==> config.mk <==
export PLATFORM = sky130hd
export DESIGN_NAME = vga_fb_arbiter
export DESIGN_NICKNAME = d
export VERILOG_FILES = /design/src/rtl/vga_fb_arbiter.sv
export SDC_FILE = /design/constraint.sdc
export NUM_CORES = 1
export LEC_CHECK = 0
export CORE_ASPECT_RATIO = 2
export CORE_UTILIZATION = 30
export CTS_BUF_LIST = sky130_fd_sc_hd__clkbuf_4 sky130_fd_sc_hd__clkbuf_8
export DETAILED_ROUTE_END_ITERATION = 6
export DONT_BUFFER_PORTS = 1
export RECOVER_POWER = 100
export SETUP_SLACK_MARGIN = 0.02
export SLEW_MARGIN = 20
export SYNTH_ARGS = -nofsm -noshare
export SYNTH_HDL_FRONTEND = slang
export SYNTH_SLANG_ARGS = --single-unit
export TNS_END_PERCENT = 5
==> constraint.sdc <==
create_clock -name clk -period 2.51 [get_ports clk]
set_input_delay 0.502 -clock clk [delete_from_list [all_inputs] [get_ports clk]]
set_output_delay 0.502 -clock clk [all_outputs]
set_load 0.01 [all_outputs]
==> src/rtl/vga_fb_arbiter.sv <==
// vga_fb_arbiter
//   Arbitrates a single-port framebuffer RAM between the VGA scanout
//   prefetcher (display bursts, priority) and a pixel writer. After every
//   display burst the writer is owed one slot (wr_turn), so a held wr_req
//   cannot be starved by back-to-back scanout bursts.
//
// Ports
//   clk, rst_n          pixel clock, asynchronous active-low reset
//   disp_req/disp_addr  burst request (held until disp_ack) and start address
//   disp_ack            one-cycle grant pulse, same cycle as the first read
//   disp_rdata          read data, taken straight from mem_rdata
//   disp_rvalid         disp_rdata valid this cycle
//   disp_done           coincides with the last disp_rvalid of a burst
//   wr_req/wr_addr/wr_data  write request (held until wr_ack)
//   wr_ack              one-cycle pulse, same cycle as the RAM write
//   mem_en/mem_we/mem_addr/mem_wdata  registered RAM command
//   mem_rdata           RAM read data, MEM_LAT cycles after the read
//   busy                arbiter is not idle
module vga_fb_arbiter #(
  parameter int ADDR_W  = 17,
  parameter int DATA_W  = 8,
  parameter int BURST   = 16,
  parameter int MEM_LAT = 2
) (
  input  logic              clk,
  input  logic              rst_n,
  input  logic              disp_req,
  input  logic [ADDR_W-1:0] disp_addr,
  output logic              disp_ack,
  output logic [DATA_W-1:0] disp_rdata,
  output logic              disp_rvalid,
  output logic              disp_done,
  input  logic              wr_req,
  input  logic [ADDR_W-1:0] wr_addr,
  input  logic [DATA_W-1:0] wr_data,
  output logic              wr_ack,
  output logic              mem_en,
  output logic              mem_we,
  output logic [ADDR_W-1:0] mem_addr,
  output logic [DATA_W-1:0] mem_wdata,
  input  logic [DATA_W-1:0] mem_rdata,
  output logic              busy
);

  localparam int CNT_W = $clog2(BURST + 1);
  localparam logic [CNT_W-1:0] BURST_N    = CNT_W'(BURST);
  localparam logic [CNT_W-1:0] BURST_LAST = CNT_W'(BURST - 1);

  typedef enum logic [1:0] {ST_IDLE, ST_WRITE, ST_BURST, ST_DRAIN} state_t;

  state_t              state_q, state_d;
  logic [CNT_W-1:0]    rd_cnt_q, rd_cnt_d;   // reads issued so far in this burst
  logic                last_q, last_d;       // read on the bus this cycle is the final one
  logic                wr_turn_q, wr_turn_d;
  logic                disp_ack_d, wr_ack_d, mem_en_d, mem_we_d;
  logic [ADDR_W-1:0]   mem_addr_d;
  logic [DATA_W-1:0]   mem_wdata_d;

  // Read-return tracking: one stage per cycle of RAM latency.
  logic [MEM_LAT-1:0]  rd_vld_p;
  logic [MEM_LAT-1:0]  rd_last_p;

  assign disp_rdata  = mem_rdata;
  assign disp_rvalid = rd_vld_p[MEM_LAT-1];
  assign disp_done   = rd_vld_p[MEM_LAT-1] & rd_last_p[MEM_LAT-1];
  assign busy        = (state_q != ST_IDLE);

  always_comb begin
    state_d     = state_q;
    rd_cnt_d    = rd_cnt_q;
    last_d      = 1'b0;
    wr_turn_d   = wr_turn_q;
    disp_ack_d  = 1'b0;
    wr_ack_d    = 1'b0;
    mem_en_d    = 1'b0;
    mem_we_d    = 1'b0;
    mem_addr_d  = mem_addr;
    mem_wdata_d = mem_wdata;
    case (state_q)
      ST_IDLE: begin
        // Display has priority unless the writer is owed its slot and is asking.
        if (disp_req && !(wr_turn_q && wr_req)) begin
          state_d    = ST_BURST;
          disp_ack_d = 1'b1;
          mem_en_d   = 1'b1;
          mem_addr_d = disp_addr;
          rd_cnt_d   = CNT_W'(1);
          last_d     = (BURST_N == CNT_W'(1));
        end else if (wr_req) begin
          state_d     = ST_WRITE;
          wr_ack_d    = 1'b1;
          mem_en_d    = 1'b1;
          mem_we_d    = 1'b1;
          mem_addr_d  = wr_addr;
          mem_wdata_d = wr_data;
          wr_turn_d   = 1'b0;
        end
      end
      ST_WRITE: begin
        // The write is on the bus this cycle; wr_req is not resampled here.
        state_d = ST_IDLE;
      end
      ST_BURST: begin
        if (rd_cnt_q != BURST_N) begin
          mem_en_d   = 1'b1;
          mem_addr_d = mem_addr + ADDR_W'(1);
          rd_cnt_d   = rd_cnt_q + CNT_W'(1);
          last_d     = (rd_cnt_q == BURST_LAST);
        end else begin
          state_d = ST_DRAIN;
        end
      end
      ST_DRAIN: begin
        if (disp_done) begin
          state_d   = ST_IDLE;
          wr_turn_d = 1'b1;
        end
      end
      default: state_d = ST_IDLE;
    endcase
  end

  always_ff @(posedge clk or negedge rst_n) begin
    if (!rst_n) begin
      state_q   <= ST_IDLE;
      rd_cnt_q  <= '0;
      last_q    <= 1'b0;
      wr_turn_q <= 1'b0;
      disp_ack  <= 1'b0;
      wr_ack    <= 1'b0;
      mem_en    <= 1'b0;
      mem_we    <= 1'b0;
      mem_addr  <= '0;
      mem_wdata <= '0;
      rd_vld_p  <= '0;
      rd_last_p <= '0;
    end else begin
      state_q   <= state_d;
      rd_cnt_q  <= rd_cnt_d;
      last_q    <= last_d;
      wr_turn_q <= wr_turn_d;
      disp_ack  <= disp_ack_d;
      wr_ack    <= wr_ack_d;
      mem_en    <= mem_en_d;
      mem_we    <= mem_we_d;
      mem_addr  <= mem_addr_d;
      mem_wdata <= mem_wdata_d;
      // stage p0: read issued on the RAM bus this cycle
      rd_vld_p[0]  <= mem_en & ~mem_we;
      rd_last_p[0] <= last_q;
      // stages p1..: follow the RAM latency
      for (int i = 1; i < MEM_LAT; i++) begin
        rd_vld_p[i]  <= rd_vld_p[i-1];
        rd_last_p[i] <= rd_last_p[i-1];
      end
    end
  end

endmodule

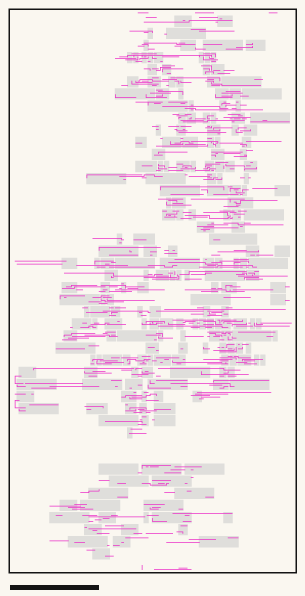
Run 1: the metal 1 layer
Bar = 20 microns.
share of all routed wire = 33%
longest straight run = 27.1 microns
nets with wire on the layer = 234
wire length on this layer = 2,000 microns
main direction = horizontal
routing usage on met1: 0.148
total detailed-routing wirelength: 6010 microns

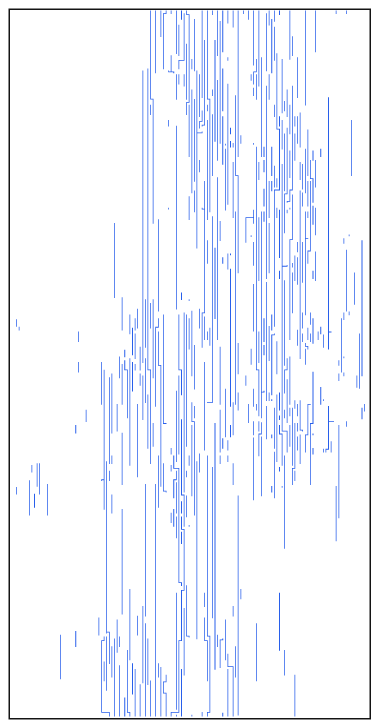
Run 1: M2 wires
wire length on this layer = 3,430 microns
main direction = vertical
share of all routed wire = 57%
nets with wire on the layer = 242
longest straight run = 53.7 microns
overall via count from detail_route: 1,822
fraction of met2 tracks used by global routing: 0.300

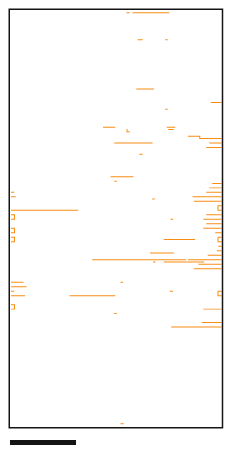
Run 1: met3 routing
Bar = 20 microns.
longest straight run = 28.1 microns
nets with wire on the layer = 49
met3 Resource Use GR: 0.0225

==> job_summary.md, run 1 <==
## PnR job results

| Metric | Value |
|---|---|
| Outcome | finished with violations |
| Violated checks | capacitance limit, slew limit |
| H-tree depth reported by CTS | 2 |
| Internal Dissipation | 0.00103 W |
| Fraction of the mapped netlist area in adder cells | 0.0216 |
| Tightest slew margin relative to the limit | -0.253 |
| Post-synthesis register bit count | around 41 |
| Clk pwr | 0.000574 W |
| Number of ordinary inverters in the final layout | 8 |
| Met3 wire length | 299 microns |
| Number of hold buffers added after CTS | 1 |
| Largest area contributor in the synthesized netlist | dfrtp_1 |
| Number of ordinary and repair buffers in the finished layout | 5 |
| Final clock-cell share | 0.0494 |
| Proportion of power drawn by flip-flops and latches | 0.515 |
| Most common cell in the synthesized netlist | dfrtp_1 |
| Max-capacitance violation count | 1 |
| Via density | 5.71 |
| Sequential portion of the cell area | 0.422 |
| Maximum count of clock buffers along a single path | 2 |
| Number of cells on the worst reg-to-reg path | 8 |
| Count of buffers added by post-CTS timing repair for setup | 0 |
| End point of the critical path | mem_addr[5] |
| Start of the worst register-to-register path | rd_cnt_q[0] |
| Leakage component of the power | a little over 1 nW |
| Remaining antenna violation count | 0 |
| Multiplexer share of the synthesized area | 0.0832 |
| Number of max-slew violations in the final report | ~42 |
| Power in sequential cells | around 0.00070 W |
| Crit path depth | 8 |
| Fraction of synthesis flops using an asynchronous set or reset pin | 1.00 |
| Area post-placement | 2320 sq um |
| Portion of total power attributed to combinational logic | 0.061 |
| Number of CTS-inserted buffers | 5 |
| Period Utilization, post-route | 0.808 |
| Synth Warn # | 0 |
| Net switching fraction of the power | 0.238 |
| Max stage delay on crit path | 0.40 ns |
| Mapped Cells | 231 |
| Final Util | 0.322 |
| Cell kind with the greatest summed area | multi-input combinational cells |
| Number of cells in the yosys synthesis report | 231 |
| Antenna diode instance count | 1 |
| Chip area | 8100 sq um |
| Final Critical Period | a little over 2 ns |
| Post-synth top cells | 41 x dfrtp_1, 26 x nand2_1, 18 x a21oi_1 |
| Floorplan net count | approximately 290 |
| Number of nets in the final layout | 281 |
| Cell chain of the critical path | inv_1, ha_1, nand4bb_1, a2bb2oi_1, inv_1, clkbuf_1, a21oi_1, a21oi_1 |
| Total Routing Usage GR | 0.156 |
| GRT Max-Usage Layer | met2 |
| Wl on met1 | 2000 microns |
| Well-tap cell count | 94 |
| Maximum clock rate | 0.493 GHz |
| VDD IR-drop max | 0.000299 V |
| Die Y | about 130 microns |
| Worst hold path type | input port to flip-flop |
| Fraction of the yosys area taken by sequential cells | 0.443 |
| Number of I/O pins | 94 |
| Data required time of the worst path | roughly 2.7 ns |
| Largest fanout on the critical path | 12 |
| Layout overhead on the synthesized area | 4.86% |
| Worst Setup SP | rd_cnt_q[0] |
| Worst hold margin | 0.347 ns |
| Final-layout clock buffer total | 6 |
| Power attributed to combinational cells | 0.0000832 W |
| Initial antenna violation count | 1 |
| Count of filler cells inserted in the layout | between 800 and 900 |
| Final instance count without filler cells | 319 |
| Net load switching power | 0.000323 W |
| Post-route worst setup slack | 0.483 ns |
| Largest Pwr Group | registers |
--- run 2 (diff from run 1) ---
clock period = 1.9 ns   (was 2.51 ns; I/O delays follow)
==> job_summary.md, run 2 <==
## PnR job results

| Metric | Value |
|---|---|
| Floorplan net count | 289 (unchanged) |
| Worst hold path type | input port to flip-flop (unchanged) |
| Final sequential cell count | 41 (unchanged) |
| Count of placed standard cells including taps | 325 (was 309) |
| Start of the worst register-to-register path | mem_addr[0] (was rd_cnt_q[0]) |
| Number of ordinary and repair buffers in the finished layout | 22 (was 5) |
| Number of cells on the worst reg-to-reg path | 5 (was 8) |
| Final instance count without filler cells | 335 (was 319) |
| Period Utilization, post-route | 0.926 (was 0.808) |
| Most common cell in the synthesized netlist | dfrtp_1 (unchanged) |
| Fraction of the yosys area taken by sequential cells | 0.443 (unchanged) |
| Well-tap cell count | 94 (unchanged) |
| Tightest slew margin relative to the limit | 0.277 (was -0.253) |
| Max-capacitance violation count | 0 (was 1) |
| Maximum clock rate | 0.568 GHz (was 0.493 GHz) |
| Chip area | 8100 sq um (unchanged) |
| VDD IR-drop max | 0.000285 V (was 0.000299 V) |
| Final Critical Period | 1.76 ns (was 2.03 ns) |
| Clk pwr | 0.000591 W (was 0.000574 W) |
| Met3 Resource Use GR | 0.0387 (was 0.0225) |
| Final-layout clock buffer total | 6 (unchanged) |
| Type of the setup path with the least slack | flip-flop to flip-flop (unchanged) |
| Internal Dissipation | 0.00122 W (was 0.00103 W) |
| Maximum count of clock buffers along a single path | 2 (unchanged) |
| Via density | 5.42 (was 5.71) |
| Crit path depth | 5 (was 8) |
| Cell chain of the critical path | ha_1, nand4_1, nor4_1, o21ai_0, a22o_1 (was inv_1, ha_1, nand4bb_1, a2bb2oi_1, inv_1, clkbuf_1, a21oi_1, a21oi_1) |
| Power in sequential cells | 0.000911 W (was 0.000698 W) |
| GRT Max-Usage Layer | met2 (unchanged) |
| Remaining antenna violation count | 0 (unchanged) |
| Layout overhead on the synthesized area | 8.42% (was 4.86%) |
| Fraction of met2 tracks used by global routing | 0.287 (was 0.300) |
| Bufs and invs on worst path | 0 (was 3) |
| Post-route worst setup slack | 0.140 ns (was 0.483 ns) |
| Power attributed to combinational cells | 0.000132 W (was 0.0000832 W) |
| Count of filler cells inserted in the layout | 826 (was 806) |
| Largest area contributor in the synthesized netlist | dfrtp_1 (unchanged) |
| Leakage component of the power | 1.07 nW (was 1.03 nW) |
| Logic area | 1120 sq um (was 1100 sq um) |
| Number of ordinary inverters in the final layout | 8 (unchanged) |
| Synth Warn # | 0 (unchanged) |
| Data required time of the worst path | 2.09 ns (was 2.68 ns) |
| Number of I/O pins | 94 (unchanged) |
| Die Y | 126 microns (unchanged) |
| Final Util | 0.333 (was 0.322) |
| Post-synth top cells | 41 x dfrtp_1, 26 x nand2_1, 18 x a21oi_1 (unchanged) |
| Final clock-cell share | 0.0364 (was 0.0494) |
| Hold wc startpoint | wr_data[7] (unchanged) |
| Worst hold margin | 0.227 ns (was 0.347 ns) |
| Post-synthesis register bit count | 41 (unchanged) |
| Outcome | completed (was finished with violations) |
| Total Routing Usage GR | 0.155 (was 0.156) |
| Worst Setup SP | mem_addr[0] (was rd_cnt_q[0]) |
| Portion of total power attributed to combinational logic | 0.081 (was 0.061) |
| Number of cells in the yosys synthesis report | 231 (unchanged) |
| End point of the critical path | mem_addr[16] (was mem_addr[5]) |
| Net switching fraction of the power | 0.255 (was 0.238) |
| Count of buffers added by post-CTS timing repair for setup | 0 (unchanged) |
| Relative contribution of the clock network to total power | 0.361 (was 0.423) |
| Mapped Cells | 231 (unchanged) |
| Vias in the first global route | 1,833 (was 1,857) |
| Fraction of synthesis flops using an asynchronous set or reset pin | 1.00 (unchanged) |
| Sequential portion of the cell area | 0.408 (was 0.422) |
| Number of nets in the final layout | 298 (was 281) |
| Pre-CTS worst setup slack | 0.125 ns (was 0.546 ns) |
| Initial antenna violation count | 0 (was 1) |
| Met3 wire length | 339 microns (was 299 microns) |
| Max stage delay on crit path | 0.39 ns (was 0.40 ns) |
| Cell kind with the greatest summed area | multi-input combinational cells (unchanged) |
| Area post-placement | 2460 sq um (was 2320 sq um) |
| Antenna diode instance count | 0 (was 1) |
| Number of hold buffers added after CTS | 2 (was 1) |
| Wl on met1 | 2030 microns (was 2000 microns) |
| Number of CTS-inserted buffers | 5 (unchanged) |
| Number of max-slew violations in the final report | 0 (was 42) |
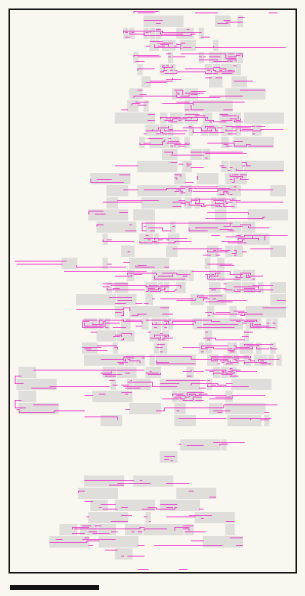
Run 2: the metal 1 layer
Bar = 20 microns.
longest straight run = 24.8 microns
share of all routed wire = 34%
routing usage on met1: 0.151
overall via count from detail_route: 1,817

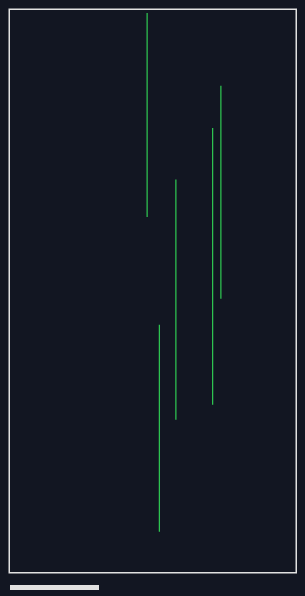
Run 2: met4 routing
Bar = 20 microns.
main direction = vertical
longest straight run = 61.9 microns
nets with wire on the layer = 5
wire length on this layer = 255 microns
total detailed-routing wirelength: 5980 microns

Power is estimated from default activity; no workload was simulated.
